port_trees.png
The bar under the picture is 20 um long.
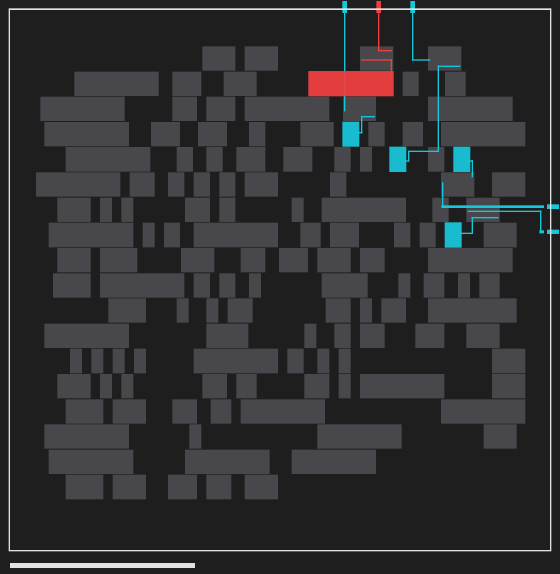
clock_nets.png
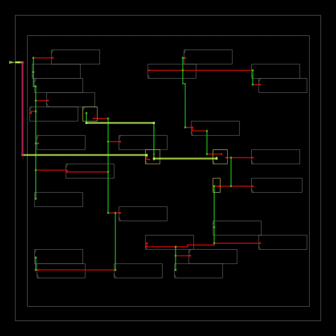
m1.png
Supply wires on this layer in gray.
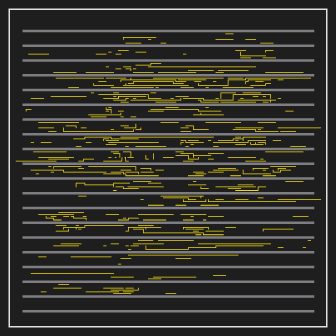
$ cat src/rtl/serial_add_seq.sv
// rtl/serial_add_seq.sv - operand sequencer and result collector for the serial adder stage
//
// Takes an operand pair over a valid/ready handshake. It clears the adder, then
// streams op_a and op_b LSB-first into the adder with shift enabled. It then
// clocks the adder WIDTH more cycles while deserialising its output into result,
// and presents result over a second valid/ready handshake.
//
// Ports:
//   clk, rst            clock, asynchronous active-low reset
//   in_valid/in_ready   operand handshake (in_ready high only in IDLE)
//   op_a, op_b          operands, op_a streamed first
//   ser_out, shift_en   serial bit and shift control to the adder
//   adder_clr_n         active-low adder clear
//   ser_in              serial sum from the adder
//   res_valid/res_ready result handshake
//   result              deserialised sum
//   res_parity          XOR of result bits (only with SERIAL_ADD_SEQ_PARITY_EN)
//
// Build option: define SERIAL_ADD_SEQ_PARITY_EN to add the res_parity output.

module serial_add_seq #(
  parameter int WIDTH = 4
) (
  input  logic             clk,
  input  logic             rst,
  input  logic             in_valid,
  output logic             in_ready,
  input  logic [WIDTH-1:0] op_a,
  input  logic [WIDTH-1:0] op_b,
  output logic             ser_out,
  output logic             shift_en,
  output logic             adder_clr_n,
  input  logic             ser_in,
  output logic             res_valid,
  input  logic             res_ready,
  output logic [WIDTH-1:0] result
`ifdef SERIAL_ADD_SEQ_PARITY_EN
  ,
  output logic             res_parity
`endif
);

  localparam int CW = (WIDTH > 1) ? $clog2(WIDTH) : 1;
  localparam logic [CW-1:0] CNT_LAST = CW'(WIDTH - 1);

  typedef enum logic [2:0] {
    IDLE, CLEAR, SHIFT_A, SHIFT_B, COLLECT, HOLD
  } state_t;

  state_t           state_q, state_d;
  logic [CW-1:0]    cnt_q, cnt_d;
  logic [WIDTH-1:0] sa_q, sa_d;
  logic [WIDTH-1:0] sb_q, sb_d;
  // Holds the WIDTH-1 most recent collected bits; the oldest bit leaves this
  // register on the final collect edge and goes straight into result.
  logic [WIDTH-2:0] rsr_q, rsr_d;
  logic [WIDTH-1:0] collect_w;
  logic [WIDTH-1:0] result_q, result_d;
  logic             in_ready_q, in_ready_d;
  logic             ser_out_q, ser_out_d;
  logic             shift_en_q, shift_en_d;
  logic             adder_clr_n_q, adder_clr_n_d;
  logic             res_valid_q, res_valid_d;

  always_comb begin
    state_d   = state_q;
    cnt_d     = cnt_q;
    sa_d      = sa_q;
    sb_d      = sb_q;
    rsr_d     = rsr_q;
    result_d  = result_q;
    collect_w = {ser_in, rsr_q};

    case (state_q)
      IDLE: begin
        if (in_valid && in_ready_q) begin
          sa_d    = op_a;
          sb_d    = op_b;
          state_d = CLEAR;
        end
      end
      CLEAR:   state_d = SHIFT_A;
      SHIFT_A: if (cnt_q == CNT_LAST) state_d = SHIFT_B;
      SHIFT_B: if (cnt_q == CNT_LAST) state_d = COLLECT;
      COLLECT: begin
        rsr_d = collect_w[WIDTH-1:1];
        if (cnt_q == CNT_LAST) begin
          state_d  = HOLD;
          result_d = collect_w;
        end
      end
      HOLD:    if (res_ready) state_d = IDLE;
      default: state_d = IDLE;
    endcase

    if (state_d != state_q) begin
      cnt_d = '0;
    end else if (state_q == SHIFT_A || state_q == SHIFT_B || state_q == COLLECT) begin
      cnt_d = cnt_q + 1'b1;
    end

    // Outputs are registered, so they are derived from the state being entered.
    ser_out_d  = 1'b0;
    shift_en_d = 1'b0;
    case (state_d)
      SHIFT_A: begin
        shift_en_d = 1'b1;
        ser_out_d  = sa_q[0];
        sa_d       = sa_q >> 1;
      end
      SHIFT_B: begin
        shift_en_d = 1'b1;
        ser_out_d  = sb_q[0];
        sb_d       = sb_q >> 1;
      end
      COLLECT: shift_en_d = 1'b1;
      default: ;
    endcase

    in_ready_d    = (state_d == IDLE);
    adder_clr_n_d = (state_d != CLEAR);
    res_valid_d   = (state_d == HOLD);
  end

  always_ff @(posedge clk or negedge rst) begin
    if (!rst) begin
      state_q       <= IDLE;
      cnt_q         <= '0;
      sa_q          <= '0;
      sb_q          <= '0;
      rsr_q         <= '0;
      result_q      <= '0;
      in_ready_q    <= 1'b1;
      ser_out_q     <= 1'b0;
      shift_en_q    <= 1'b0;
      adder_clr_n_q <= 1'b0;
      res_valid_q   <= 1'b0;
    end else begin
      state_q       <= state_d;
      cnt_q         <= cnt_d;
      sa_q          <= sa_d;
      sb_q          <= sb_d;
      rsr_q         <= rsr_d;
      result_q      <= result_d;
      in_ready_q    <= in_ready_d;
      ser_out_q     <= ser_out_d;
      shift_en_q    <= shift_en_d;
      adder_clr_n_q <= adder_clr_n_d;
      res_valid_q   <= res_valid_d;
    end
  end

  assign in_ready    = in_ready_q;
  assign ser_out     = ser_out_q;
  assign shift_en    = shift_en_q;
  assign adder_clr_n = adder_clr_n_q;
  assign res_valid   = res_valid_q;
  assign result      = result_q;

`ifdef SERIAL_ADD_SEQ_PARITY_EN
  logic res_parity_q, res_parity_d;

  always_comb begin
    res_parity_d = ^result_d;
  end

  always_ff @(posedge clk or negedge rst) begin
    if (!rst) res_parity_q <= 1'b0;
    else      res_parity_q <= res_parity_d;
  end

  assign res_parity = res_parity_q;
`endif

endmodule

$ cat config.mk
export PLATFORM = sky130hd
export DESIGN_NAME = serial_add_seq
export DESIGN_NICKNAME = d
export VERILOG_FILES = /design/src/rtl/serial_add_seq.sv
export SDC_FILE = /design/constraint.sdc
export NUM_CORES = 1
export LEC_CHECK = 0
export CELL_PAD_IN_SITES_DETAIL_PLACEMENT = 1
export CELL_PAD_IN_SITES_GLOBAL_PLACEMENT = 1
export CORE_MARGIN = 2
export CORE_UTILIZATION = 40
export CTS_CLUSTER_DIAMETER = 80
export DETAILED_ROUTE_END_ITERATION = 7
export PLACE_DENSITY = 0.82
export SKIP_LAST_GASP = 1
export SLEW_MARGIN = 20
export SYNTH_ARGS = -nofsm -noshare
export SYNTH_HDL_FRONTEND = slang
export SYNTH_SLANG_ARGS = --single-unit
$ cat constraint.sdc
create_clock -name clk -period 2.6 [get_ports clk]
set_input_delay 0.52 -clock clk [delete_from_list [all_inputs] [get_ports clk]]
set_output_delay 0.52 -clock clk [all_outputs]
set_load 0.05 [all_outputs]
==> job_summary.md <==
## Implementation flow summary

| Metric | Value |
|---|---|
| Final cell count without fillers | 163 |
| Adder-Cell Fraction of Synth Area | 1.06% |
| DIE WIDTH | 58.3 um |
| Die height | 58.3 um |
| Flops out of synthesis | 25 |
| OpenROAD warning count | 26 |
| Post-CTS setup buffer count | 0 |
| Nets at Floorplan | 127 |
| Register share after synthesis | 53.2% |
| Synthesized area | 1180 sq um |
| Final hold slack | 518 ps |
| Slew @ Worst Pin | 675 ps |
| Syn Area/Cell | 10.4 sq um |
| Mux frac, synth | 3.82% |
| Static Leak | 0.580 nW |
| Hold crit path type | reg -> reg |
| Overall power | 0.00152 W |
| Critical path buffers and inverters | 1 |
| Worst path arrival time | 1680 ps |
| Crit path kind | reg -> out |
| Area of the core | 2780 sq um |
| Synth cell types | 34 |
| Worst path slowest cell | clkdlybuf4s50_1 |
| Pin count of the biggest net entering global routing | 15 |
| Yosys xor share | 0.743% |
| Unrepaired setup endpoints after global routing | false |
| Overflow after GRT | 0 |
| Setup_tns | 0 ps |
| Share of layout cells above drive strength 1 | 9.85% |
| Max Slew Vio Count | 0 |
| Max_cap viols | 0 |
| Maximum clock path buffer count | 2 |
| CTS tree | built |
| Setup violators final | 0 |
| Dpl cells | 159 |
| AO/OA Area Share | 18.7% |
| Number of global-route vias before repair | 972 |
| Worst Min Path Start | result[2] |
| # rows | 19 |
| Origin of the critical flop-to-flop path | state_q[0] |
| Synth warnings | 0 |
| Worst path cell trace | clkdlybuf4s50_1 |
| Max-Slew Margin vs Limit | 54.7% |
| Crit path required time | 2080 ps |
| Drc violations | 0 |
| Top-level port count | 22 |
| PortBufs | 21 |
| Maximum vdd drop | 637 uV |
| Hold buffer count at cts | 0 |
| Area leader, netlist | dfrtp_1 |
| Flop2flop setup slack | 830 ps |
| Number of cells in Yosys stat | 113 |
| Critical path destination | in_ready |
| H-tree depth | 1 |
| Cell family contributing the most delay on the critical path | buffers and inverters |
| Worst r2r dst | result[0] |
| Post-CTS Resized | 0 |
| YS chip area | 1180 sq um |
| Clk root buf | clkbuf_4 |
| Post-route antenna net violation count | 0 |
| Routed len/inst | 17.0 um |
| Largest logic family | AND-OR/OR-AND gates |
| Hold Vio Cnt, Final | 0 |
| Basic Gates by Area | 18.7% |
| WP depth | 1 |
| Max Clk Rate | 0.455 GHz |
| Max incr delay on CP | 800 ps |
| Area growth from synthesis to layout | 20.5% |
| Area share, top type | 51.0% |
| N_diodes | 0 |
| Type of origin of the critical path | flip-flop |
| Initial antenna violation count | 0 |
| Layout fillers | 324 |
| Gpl congestion | 0.768 |
| CP endpoint kind | primary output |
| Drt first-iter violations | 33 |
| Router iterations before antenna repair | 4 |
| Chip area | 3400 sq um |
| Critical path launch point | in_ready |
| Fp util | 42.4% |
| Cycle use final | 84.5% |
| Layout Nets | 147 |
| First-pass GRT wire length | 4.69 mm |
| Period minus WS final | 2200 ps |
| Clock-pin slew on the worst setup and hold paths | 130 ps |
| Synth area leaders | dfrtp_1 51%, nand2_1 5.4%, o21ai_0 5.1% |
| Reg2reg path depth | 3 |
| Mapped Cells | 113 |
| PwrDens | 1070 nW/um^2 |
| Status | finished clean |
| Worst Path Max Fanout | 3 |
| Via density | 5.90 |
| Total GRT Usage | 18.4% |
| Hpwl dp | 2.10 mm |
About port_trees.png:
color	port	bits	direction	end cells	buffers	wire
cyan	op_a	4	input	4	4	69.0 um
red	ser_out	1	output	1	1	10.4 um

About clock_nets.png:
CTS buffer count: 3
clk latency late pin: 310 ps
CTS Sinks: 25
clk pwr: 0.000170 W
Clock Skews: 4.45 ps

About m1.png:
longest straight run	20.2 um
wire length on this layer	1120 um
share of all routed wire	41%
nets with wire on the layer	129
GRT met1 Usage: 22.0%
DRT Wirelength: 2.77 mm
via count: 962

cells in the mapped netlist:
library cell and n:
or3_1 1, nor2_4 1, o211ai_1 1, nand2b_1 1, mux2_2 4, clkbuf_1 4, a21boi_0 2, a32oi_1 3
ha_1 1, and2b_1 1, inv_1 1, o21bai_1 1, xor2_1 1, nor3b_1 2, a32o_1 1, dfstp_2 1
a2bb2oi_1 3, buf_6 1, or4b_4 1, or3b_1 2, and2_4 1, buf_4 2, or2b_1 1, a222oi_1 1
nand3_1 7, nor2_1 3, a31oi_1 4, a22oi_1 1, dfrtp_1 24, a21oi_1 5, nand2_1 17, and2_1 1
o21ai_0 12, nor3_2 1
metrics by stage:
step	utilization, %	setup slack (ps)	instance area (sq um)
5_1_grt	51.1	343	1420
6_report	51.1	404	1420
2_1_floorplan	-	1070	1180
4_1_cts	51.1	376	1420
3_5_place_dp	50.1	739	1390
3_3_place_gp	50.1	779	1390
worst min-delay path by stage:
stage                   to  slack [ps]  depth (start not counted)
2_1_floorplan  adder_clr_n         220                          0
3_3_place_gp      rsr_q[0]         460                          2
3_5_place_dp      rsr_q[0]         490                          2
4_1_cts          result[3]         530                          1
5_1_grt           rsr_q[0]         540                          2
6_report         result[2]         520                          1
flip-flops by register name, summed over array words and instances, names as in the netlist:
| name | count |
|---|---|
| res_valid | 1 |
| shift_en | 1 |
| sb_q | 4 |
| in_ready | 1 |
| ser_out | 1 |
| state_q | 3 |
| rsr_q | 3 |
| adder_clr_n | 1 |
| result | 4 |
| sa_q | 4 |
| cnt_q | 2 |
placed cells by master, fill, tap and decap left out, types with 2 or more instances in the layout:
master | synthesis | final
a31oi_1 | 4 | 4
o21ai_0 | 12 | 12
a32oi_1 | 3 | 3
nand2_1 | 17 | 17
dfrtp_1 | 24 | 24
a21boi_0 | 2 | 2
nor2_1 | 3 | 3
clkdlybuf4s50_1 | 0 | 21
a2bb2oi_1 | 3 | 3
mux2_2 | 4 | 4
a21oi_1 | 5 | 5
or3b_1 | 2 | 2
nand3_1 | 7 | 7
nor3b_1 | 2 | 2
clkbuf_4 | 0 | 3
power breakdown:
part	internal, W	switching, W	total, W
Clock	0.0000600	0.000111	0.000170
Combinational	0.000292	0.000416	0.000708
Sequential	0.000530	0.000113	0.000643
Total	0.000881	0.000640	0.00152
cells by family (layout without fill, tap and decap cells):
group | after synthesis | in the layout
muxes | 4 | 4
buffers and inverters | 8 | 27
AOI/OAI and AO/OA | 34 | 34
xor gates and xnor gates | 1 | 1
DFF | 25 | 25
adders and majority gates | 1 | 1
and+or+nand+nor | 40 | 40
metal layers:
metal	GRT usage (%)	vias to the layer above	routed length, um	share of wire [%]
met5	0	-	0	0
met4	4.98	0	31	1.1
met3	6.25	4	155	5.6
met2	31.3	27	1460	53
met1	22.0	484	1120	41
li1	-	447	-	-
cell type report:
class	instances	area (sq um)	area share, %
Multi-Input combinational cell	80	507	35.7
Clock buffer	4	26.3	1.85
Tap cell	31	38.8	2.73
Timing Repair Buffer	22	218	15.3
Inverter	1	3.75	0.264
Sequential cell	25	627	44.1
worst reg2reg max path, cell delays in order, from the launching register on:
cell and delay (ps):
dfrtp_1 550, or3b_1 570, nor2_4 190, mux2_2 360
Power and IR drop assume default switching activity.
